`src/rtl/arith_pkg.sv`:
```
// Shared definitions for the small arithmetic unit: state encoding and default width.
package arith_pkg;

   localparam int unsigned AUC_W = 4;

   typedef enum logic [1:0] {
      IDLE = 2'd0,
      RUN  = 2'd1,
      DONE = 2'd2
   } sub_state_t;

endpackage

```
`src/rtl/serial_subtractor_full_sub_1b.sv`:
```
// One-bit full subtractor: x - y - bin, giving difference bit and borrow out.
module full_sub_1b (
   input  logic x,
   input  logic y,
   input  logic bin,
   output logic d,
   output logic bout
);

   // Borrow out when x=0,y=1, or when x==y and a borrow is already pending.
   assign d    = x ^ y ^ bin;
   assign bout = (~x & y) | (~(x ^ y) & bin);

endmodule

```
`src/rtl/serial_subtractor.sv`:
```
// Bit-serial A - B, LSB first, one bit per clock, with borrow/zero/overflow flags.
module serial_subtractor
   import arith_pkg::*;
#(
   parameter int unsigned W = AUC_W
) (
   input  logic         clk,
   input  logic         rst,
   input  logic         start,
   input  logic [W-1:0] a,
   input  logic [W-1:0] b,
   output logic         busy,
   output logic         done,
   output logic [W-1:0] diff,
   output logic         borrow,
   output logic         zero,
   output logic         ovf
);

   localparam int unsigned CNT_W = $clog2(W) + 1;

   sub_state_t       state;
   sub_state_t       state_nxt;
   logic             busy_nxt;
   logic             done_nxt;

   logic [W-1:0]     a_sh;
   logic [W-1:0]     b_sh;
   logic [W-2:0]     diff_sh;
   logic [CNT_W-1:0] cnt;
   logic             br;
   logic             a_msb;
   logic             b_msb;

   logic             d_bit;
   logic             br_nxt;
   logic [W-1:0]     diff_cat;
   logic             last_bit;
   logic             accept;

   // Single bit-slice shared by every cycle of the operation.
   full_sub_1b u_fs (
      .x    (a_sh[0]),
      .y    (b_sh[0]),
      .bin  (br),
      .d    (d_bit),
      .bout (br_nxt)
   );

   // New bit enters at the top; after the final bit this is the full difference.
   assign diff_cat = {d_bit, diff_sh};
   assign last_bit = (state == RUN) && (cnt == CNT_W'(W - 1));
   assign accept   = start && (state != RUN);

   // State register.
   always_ff @(posedge clk) begin
      if (rst) state <= IDLE;
      else     state <= state_nxt;
   end

   // Next-state logic; start is only honoured outside RUN.
   always_comb begin
      state_nxt = state;
      case (state)
         IDLE:    if (start) state_nxt = RUN;
         RUN:     if (last_bit) state_nxt = DONE;
         DONE:    state_nxt = start ? RUN : IDLE;
         default: state_nxt = IDLE;
      endcase
   end

   // Handshake outputs decoded from the upcoming state so they register cleanly.
   always_comb begin
      busy_nxt = 1'b0;
      done_nxt = 1'b0;
      case (state_nxt)
         RUN:     busy_nxt = 1'b1;
         DONE:    done_nxt = 1'b1;
         default: ;
      endcase
   end

   // Handshake output registers.
   always_ff @(posedge clk) begin
      if (rst) begin
         busy <= 1'b0;
         done <= 1'b0;
      end else begin
         busy <= busy_nxt;
         done <= done_nxt;
      end
   end

   // Operand capture and per-bit shifting of operands, borrow, partial difference.
   always_ff @(posedge clk) begin
      if (rst) begin
         a_sh    <= '0;
         b_sh    <= '0;
         diff_sh <= '0;
         cnt     <= '0;
         br      <= 1'b0;
         a_msb   <= 1'b0;
         b_msb   <= 1'b0;
      end else if (accept) begin
         a_sh    <= a;
         b_sh    <= b;
         diff_sh <= '0;
         cnt     <= '0;
         br      <= 1'b0;
         a_msb   <= a[W-1];
         b_msb   <= b[W-1];
      end else if (state == RUN) begin
         a_sh    <= {1'b0, a_sh[W-1:1]};
         b_sh    <= {1'b0, b_sh[W-1:1]};
         diff_sh <= diff_cat[W-1:1];
         cnt     <= cnt + CNT_W'(1);
         br      <= br_nxt;
      end
   end

   // Result registers load only with the final bit, so partial sums never show.
   always_ff @(posedge clk) begin
      if (rst) begin
         diff   <= '0;
         borrow <= 1'b0;
         zero   <= 1'b0;
         ovf    <= 1'b0;
      end else if (last_bit) begin
         diff   <= diff_cat;
         borrow <= br_nxt;
         zero   <= (diff_cat == '0);
         ovf    <= (a_msb ^ b_msb) & (d_bit ^ a_msb);
      end
   end

endmodule

```
`config.mk`:
```
export PLATFORM = sky130hd
export DESIGN_NAME = serial_subtractor
export DESIGN_NICKNAME = d
export VERILOG_FILES = /design/src/rtl/arith_pkg.sv /design/src/rtl/serial_subtractor_full_sub_1b.sv /design/src/rtl/serial_subtractor.sv
export SDC_FILE = /design/constraint.sdc
export NUM_CORES = 1
export LEC_CHECK = 0
export CORE_MARGIN = 2
export CORE_UTILIZATION = 50
export CTS_BUF_LIST = sky130_fd_sc_hd__clkbuf_8
export DETAILED_ROUTE_END_ITERATION = 7
export PLACE_DENSITY = 0.75
export SETUP_SLACK_MARGIN = 0.15
export SYNTH_ARGS = -nofsm -noshare
export SYNTH_HDL_FRONTEND = slang
export SYNTH_SLANG_ARGS = --single-unit
```
`constraint.sdc`:
```
create_clock -name clk -period 1.6 [get_ports clk]
set_input_delay 0.32 -clock clk [delete_from_list [all_inputs] [get_ports clk]]
set_output_delay 0.32 -clock clk [all_outputs]
set_load 0.02 [all_outputs]
```
==> job_summary.md <==
## Synthesis and layout report

| Metric | Value |
|---|---|
| GR Layer Usage met3 | `2.586%` |
| Grt total ovfl | `0` |
| Clock network fraction of total power | `37.5%` |
| Slew margin rel. | `75.34%` |
| Total CTS buffers | `3` |
| Antenna violations before repair | `0` |
| Count of library flops with an enable pin | `0` |
| Layout clock buffer count | `3` |
| Syn_nets | `138` |
| Final hold slack | `0.4526 ns` |
| Biggest regs | `a_sh x4, b_sh x4, diff x4` |
| Vias in the first global route | `844` |
| Worst path required time | `1.76 ns` |
| Reg power frac | `51.3%` |
| Synth Area in Adders | `3.991%` |
| Outcome | `finished clean` |
| Worst-Margin Slew | `0.3699 ns` |
| Drt initial violations | `14` |
| Endpoint, Worst Hold | `diff[0]$_SDFFE_PP0P_` |
| Syn Area/Cell | `9.101 um2` |
| R2R Path Start | `b_sh[0]$_SDFFE_PP0P_` |
| Peak supply drop | `724.7 uV` |
| Period utilization | `90.01%` |
| Critical path class | `register to register` |
| Hold Path Depth | `2` |
| H-tree levels | `1` |
| Via-to-Cell Ratio | `5.231` |
| RD Place Congestion | `0.7703` |
| Final Slew Violations | `0` |
| Switch Pwr | `315.8 uW` |
| Yosys cell count | `124` |
| Area Growth Syn to Fin | `25.61%` |
| Max FO, Critical Path | `5` |
| Tap cells | `28` |
| Comb pwr share | `11.2%` |
| Routed wire per std cell | `12.52 um` |
| Final nets | `160` |
| Internal | `1.139 mW` |
| Worst r2r path cells | `5` |
| Power per standard cell area | `1026 mW/mm2` |
| Slack of the critical path | `0.1599 ns` |
| Switching share of total power | `21.72%` |
| Compound Share, Synth | `14.52%` |
| Post-synthesis mux area share | `7.095%` |
| Highest Signal Layer | `met4` |
| # hold bufs at CTS | `0` |
| Antenna diodes | `0` |
| XOR Share, Synth | `0%` |
| Flop area | `560.5 um2` |
| Max incr delay on CP | `0.62 ns` |
| Worst-Skew Late Latency | `0.27 ns` |
| Pin count of the biggest net entering global routing | `29` |
| Pwr top | `registers` |
| Placed insts | `167` |
| Detail Route Antenna Nets | `0` |
| Flop count | `28` |
| Post-CTS Setup Bufs | `0` |
| Buffer share of cell area | `15.80%` |
| Library cells used by synthesis | `24` |
| Layout clock area frac | `5.031%` |
| Met1 Use GR | `22.74%` |
| Seq pwr | `746 uW` |
| Top-area cell share | `49.67%` |
| Largest area contributor in the netlist | `dfxtp_1` |
| GR met2 Demand/Resource | `30.13%` |
| Share of flip-flops with an asynchronous set or reset | `0%` |
| Share of layout cells above drive strength 1 | `9.655%` |
| Die width | `51.51 um` |
| Area taken by multi-input logic gates | `511.7 um2` |
| PnR Total Power | `1.454 mW` |
| First-pass GRT wire length | `3567 um` |
| Tot GR Track Use | `17.89%` |
| Setup tns final | `0 ns` |
| Synth flops | `28` |
| Critical path buffers and inverters | `1` |
| Critical Path Source | `b_sh[0]$_SDFFE_PP0P_` |
| Most Used Layer, Global Route | `met2` |
| Largest logic family | `simple AND/OR/NAND/NOR gates` |
| Capture point of the worst path | `ovf$_SDFFE_PP0P_` |
| Sequential share of cell area | `39.54%` |
| CTS tree | `built` |
| DR vias | `905` |
| Setup crit end kind | `register` |
| Cell count after synthesis | `124` |
| Number of buffers added on ports | `19` |
| Yosys top cell by instances | `dfxtp_1` |
| WL met1 | `1020 um` |
| Placed cell area | `0.001339 mm2` |
| CP max stage cell | `fa_2` |
| Simple Share, Synth | `19.40%` |
| Routed met3 length | `57 um` |
| #MultiIn Comb | `84` |
| Worst Path Arrival | `1.60 ns` |
| Min Tclk post-route | `1.440 ns` |
| Pleak | `0.5737 nW` |
| RR Endpoint | `ovf$_SDFFE_PP0P_` |
| Maximum clock path buffer count | `2` |
| Synthesis Warnings | `0` |
| Top cells excl fill/tap | `dfxtp_1, a21oi_1, nand2_1` |
| Worst Clk Skew | `0.004330 ns` |
| Fmax | `694.4 MHz` |
| Met2 wire len | `1047 um` |
| Die Height | `51.51 um` |
| Area contributors post-synth | `dfxtp_1, mux2i_1, a21oi_1` |
| Crit path cell chain | `inv_1 > fa_2 > nor2_1 > a21oi_1 > a211oi_2` |
| Area of the mapped netlist | `0.001129 mm2` |
| Clk pwr | `545 uW` |
| Startpoint Class | `register` |
| Die area | `0.002653 mm2` |
| Max-area cell class | `flip-flops and latches` |
| Yosys Chip Area | `0.001129 mm2` |
| R2R Setup Slk | `0.16 ns` |
| Synth Flop Type | `dfxtp_1` |
| Worst hold start | `diff[0]$_SDFFE_PP0P_` |
| RSZ-0062 raised after global routing | `true` |
| Critical path's top delay family | `adder cells` |
| Reg clk slew, reported paths | `0.09 ns` |
| Non-CTS inverters | `4` |
| Row count | `17` |
| Non-Clock Buffer Count | `25` |
| Top Ports | `20` |
==> images/final_placement.png <==
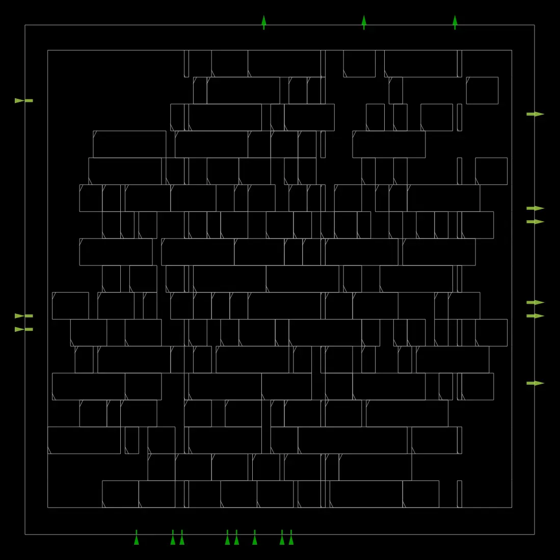
fillers: 195
Cell Count, Final, Fillers Out: 173

==> images/density.png <==
10 x 10 tiles, from black (low) to pale yellow (high), 0 to 100% covered.
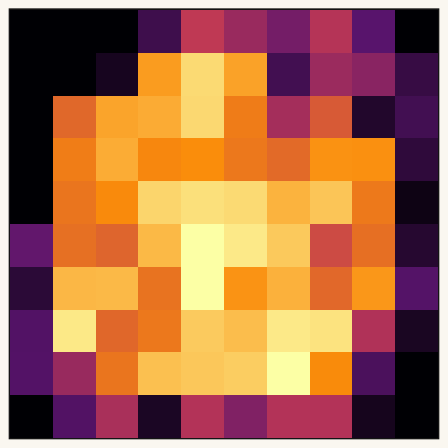
emptiest ninth of the die: top left
densest ninth of the die: middle
tiles over 75% full: 34%
mean over tiles: 52%
nearly empty tiles: 12%
fullest tile: 100%
floorplan core density: 52.02%
core box area: 0.002170 mm2

==> images/met3.png <==
Scale bar: 20 um.
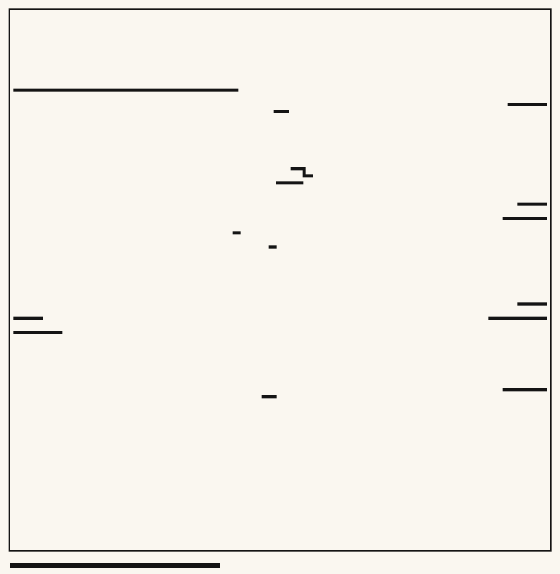
nets with wire on the layer: 12
share of all routed wire: 2.6%

==> images/port_nets.png <==
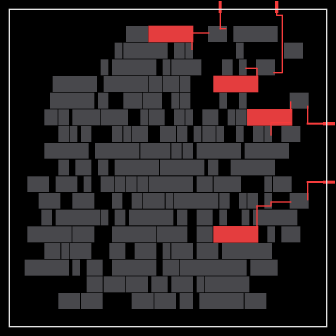
| port | colour | direction | edge | end cells | buffers | wire |
|---|---|---|---|---|---|---|
| `diff` | red | output | 2 top, 2 right | 4 | 4 | 52.2 um |

==> images/gate_families.png <==
Scale bar: 20 um.
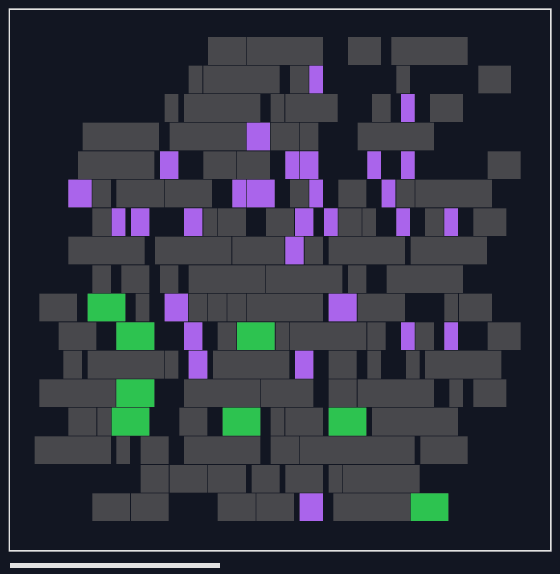
| family | colour | cells | most used |
|---|---|---|---|
| NAND gates | purple | 29 | nand2_1 |
| multiplexers | green | 8 | mux2i_1 |
multi-input combinational area share: 36.10%
commonest non-fill, non-tap cell in the layout: dfxtp_1

Power and IR drop assume default switching activity.
